### src/rtl/init_load_seq.sv
// Drives the RAM-init loader with per-attempt timeout and bounded retries, then reports pass/fail.
// All outputs registered: a start or a loader response shows on the outputs one cycle after it is sampled.
module init_load_seq #(
  parameter logic [31:0] TIMEOUT_CYCLES = 32'd50_000_000,
  parameter int unsigned MAX_RETRY      = 3,
  parameter logic [15:0] RETRY_GAP      = 16'd1000
) (
  input  logic         sys_clk,
  input  logic         glbl_rst_n,
  input  logic         init_start,
  output logic         load_ram_en,
  input  logic         load_ram_done,
  input  logic         load_ram_error,
  input  logic [287:0] load_ram_crc,
  output logic         load_busy,
  output logic         load_ok,
  output logic         load_fail,
  output logic [1:0]   fail_cause,
  output logic [3:0]   attempt_cnt,
  output logic [287:0] crc_latched,
  output logic [2:0]   seq_state
);

  typedef enum logic [2:0] {
    S_IDLE = 3'd0,
    S_WAIT = 3'd1,
    S_GAP  = 3'd2,
    S_OK   = 3'd3,
    S_FAIL = 3'd4
  } state_e;

  localparam logic [3:0] MAX_RETRY_C = MAX_RETRY[3:0];

  state_e         state_q, state_d;
  logic [31:0]    tmo_q, tmo_d;
  logic [15:0]    gap_q, gap_d;
  logic [3:0]     att_q, att_d;
  logic [1:0]     cause_q, cause_d;
  logic [287:0]   crc_q, crc_d;
  logic           en_q, en_d;
  logic           busy_q, busy_d;
  logic           ok_q, ok_d;
  logic           fail_q, fail_d;
  logic           attempt_fail;

  always_comb begin
    state_d      = state_q;
    tmo_d        = tmo_q;
    gap_d        = gap_q;
    att_d        = att_q;
    cause_d      = cause_q;
    crc_d        = crc_q;
    attempt_fail = 1'b0;

    case (state_q)
      S_IDLE, S_OK, S_FAIL: begin
        if (init_start) begin
          att_d   = 4'd0;
          cause_d = 2'b00;
          tmo_d   = 32'd0;
          state_d = S_WAIT;
        end
      end
      S_WAIT: begin
        tmo_d = tmo_q + 32'd1;
        // Error outranks done, and both outrank an expiring timeout.
        if (load_ram_error) begin
          cause_d      = 2'b01;
          attempt_fail = 1'b1;
        end else if (load_ram_done) begin
          crc_d   = load_ram_crc;
          state_d = S_OK;
        end else if (tmo_q == TIMEOUT_CYCLES - 32'd1) begin
          cause_d      = 2'b10;
          attempt_fail = 1'b1;
        end
        if (attempt_fail) begin
          if (att_q < MAX_RETRY_C) begin
            gap_d   = 16'd0;
            att_d   = att_q + 4'd1;
            state_d = S_GAP;
          end else begin
            state_d = S_FAIL;
          end
        end
      end
      S_GAP: begin
        gap_d = gap_q + 16'd1;
        if (gap_q == RETRY_GAP - 16'd1) begin
          tmo_d   = 32'd0;
          state_d = S_WAIT;
        end
      end
      default: state_d = S_IDLE;
    endcase

    en_d   = (state_d == S_WAIT);
    busy_d = (state_d == S_WAIT) || (state_d == S_GAP);
    ok_d   = (state_d == S_OK);
    fail_d = (state_d == S_FAIL);
  end

  always_ff @(posedge sys_clk) begin
    if (!glbl_rst_n) begin
      state_q <= S_IDLE;
      tmo_q   <= 32'd0;
      gap_q   <= 16'd0;
      att_q   <= 4'd0;
      cause_q <= 2'b00;
      crc_q   <= '0;
      en_q    <= 1'b0;
      busy_q  <= 1'b0;
      ok_q    <= 1'b0;
      fail_q  <= 1'b0;
    end else begin
      state_q <= state_d;
      tmo_q   <= tmo_d;
      gap_q   <= gap_d;
      att_q   <= att_d;
      cause_q <= cause_d;
      crc_q   <= crc_d;
      en_q    <= en_d;
      busy_q  <= busy_d;
      ok_q    <= ok_d;
      fail_q  <= fail_d;
    end
  end

  assign load_ram_en = en_q;
  assign load_busy   = busy_q;
  assign load_ok     = ok_q;
  assign load_fail   = fail_q;
  assign fail_cause  = cause_q;
  assign attempt_cnt = att_q;
  assign crc_latched = crc_q;
  assign seq_state   = state_q;

endmodule

### config.mk
export PLATFORM = sky130hd
export DESIGN_NAME = init_load_seq
export DESIGN_NICKNAME = d
export VERILOG_FILES = /design/src/rtl/init_load_seq.sv
export SDC_FILE = /design/constraint.sdc
export NUM_CORES = 1
export LEC_CHECK = 0
export ABC_AREA = 0
export CORE_AREA = 2 2 232 234
export DETAILED_ROUTE_END_ITERATION = 10
export DIE_AREA = 0 0 234 236
export MAX_ROUTING_LAYER = met4
export PLACE_DENSITY = 0.56
export SLEW_MARGIN = 20
export SYNTH_ARGS = -nofsm -noshare
export SYNTH_HDL_FRONTEND = slang
export SYNTH_SLANG_ARGS = --single-unit
export TNS_END_PERCENT = 1
### constraint.sdc
create_clock -name sys_clk -period 3.6 [get_ports sys_clk]
set_input_delay 0.9 -clock sys_clk [delete_from_list [all_inputs] [get_ports sys_clk]]
set_output_delay 0.9 -clock sys_clk [all_outputs]
set_load 0.005 [all_outputs]
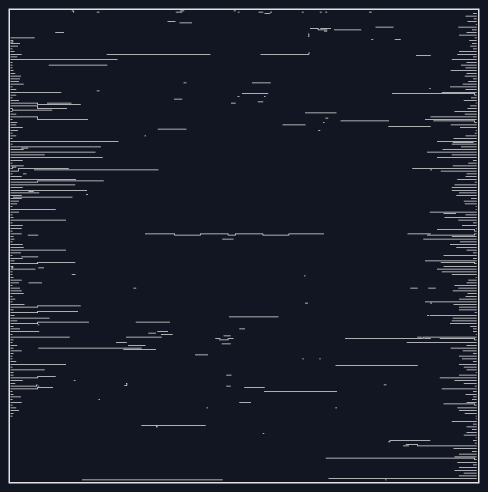
Fig. 1. The metal 3 layer.
(2 px per um)
- share of all routed wire: 8.5%
- longest straight run: 74.3 um
- nets with wire on the layer: 367
final wirelength: 46.8 mm
met3 Track Usage GR: 0.0455
total vias in the final route: 13000

==> results.cfg <==
; physical design summary
[clock_tree]
cts_tree = yes
htree_levels = 2
clkSinkCount = 349
cts_root_buffer = clkbuf_16
cts-resized-gates = 0

[placed_design]
gp_congestion = 0.819
hpwl_mm = 34.3
portBuffers = 593

[cells_and_area]
fill_cells = 5369
logic_area_mm2 = 0.00528
final_nets = 2470
area_growth_pct = 62.9
signal_buffers = 624
clock_cell_area_share = 0.0588
comb_cells = 1148
register_area_mm2 = 0.00699
n_all_inverters = 10
largestClassByArea = sequential cells
bufAreaShareNonClock = 0.305
lay_top_count = nand2_1

[sta]
tightest_slew_ps = 749
relSlewSlack = 0.499
fmax_ghz = 0.370
finalSetupViolations = 0
final-hold-violation-count = 0
hold_slack_ps = 449
tns_ps = 0

[pwr]
p_switching_mw = 2.02
powerComb_mw = 0.889
maxPowerGroup = sequential cells

[min_path]
hp-class = reg2reg

[worst_setup_path]
ff2ff_setup_slack_ps = 900
cp_cell_sequence = ha_1 > nor4bb_1 > and4_1 > o2111a_1 > buf_4 > nand4_1 > or3_1 > a21oi_1
slowest_delay_ps = 420
critPathLaunchType = register
required_ps = 4070

[logic_synthesis]
largest_area_cell = dfxtp_1
syn_inst = 1617
most_common_cell = nand2_1
yosysUniqueCellTypes = 50
yosys.stat.chipArea_mm2 = 0.0127
top_cells_by_area = dfxtp_1 (55%), nand2_1 (18%), a21oi_1 (12%)
ys_seq_frac = 0.549
edf_count = 0

[floorplan]
rows = 85
initCoreUtil = 0.240

[global_routing]
grt.busiest_layer = met2
overflow = 0
grtUsageMet1 = 0.191
gr-usage-met2 = 0.266

[outcome]
outcome = completed

[route]
met3_length_mm = 4.00
viasPerCell = 4.47
topRoutingLayerUsed = met4
detail-route-antenna-nets = 0
drt-pass1-iter-count = 5

[run]
maxCapViolations = 0
warning_count = 26
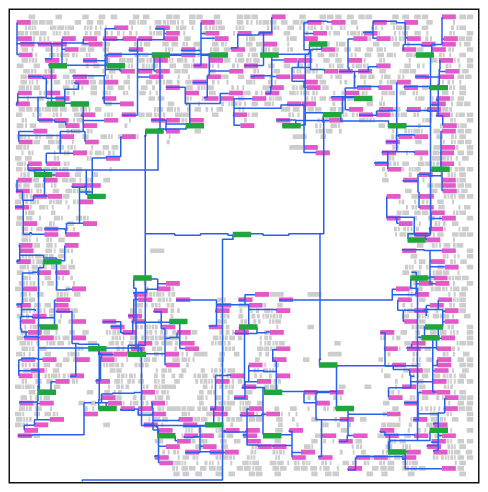
Fig. 2. Clock distribution.
(2 px per um)
- green: cells driving clock nets (count 41)
- magenta: flip-flops (count 349)
- blue: clock wires (length 5080 um)
- flops lie: all over the die
- routed clock nets: 42
Clk pwr share: 0.440
Setup Skew: 7.68 ps
Clk. pwr: 3.84 mW

-- through the flow --
step,setup WS (ps),power [mW]
6_report,899,8.74
5_1_grt,637,9.12
4_1_cts,904,8.90
3_5_place_dp,422,4.98
3_3_place_gp,494,4.98
2_1_floorplan,1270,4.36
-- cell families after synthesis --
kind of cell | after synthesis | share of synthesized area
compound gates | 371 | 0.153
xor+xnor | 18 | 0.0124
fa+ha+maj | 3 | 0.00295
buf+inv | 120 | 0.0369
flops | 349 | 0.549
mux | 3 | 0.00236
simple gates | 753 | 0.243
-- worst paths after layout --
| path | start | end | cells after the start |
|---|---|---|---|
| max | gap_q[0] | tmo_q[24] | 8 |
| min | crc_latched[35] | crc_latched[35] | 2 |
| max reg2reg | gap_q[0] | tmo_q[24] | 8 |
| min reg2reg | crc_latched[35] | crc_latched[35] | 2 |
No activity file was given, so power comes from the tool's default toggle rates.
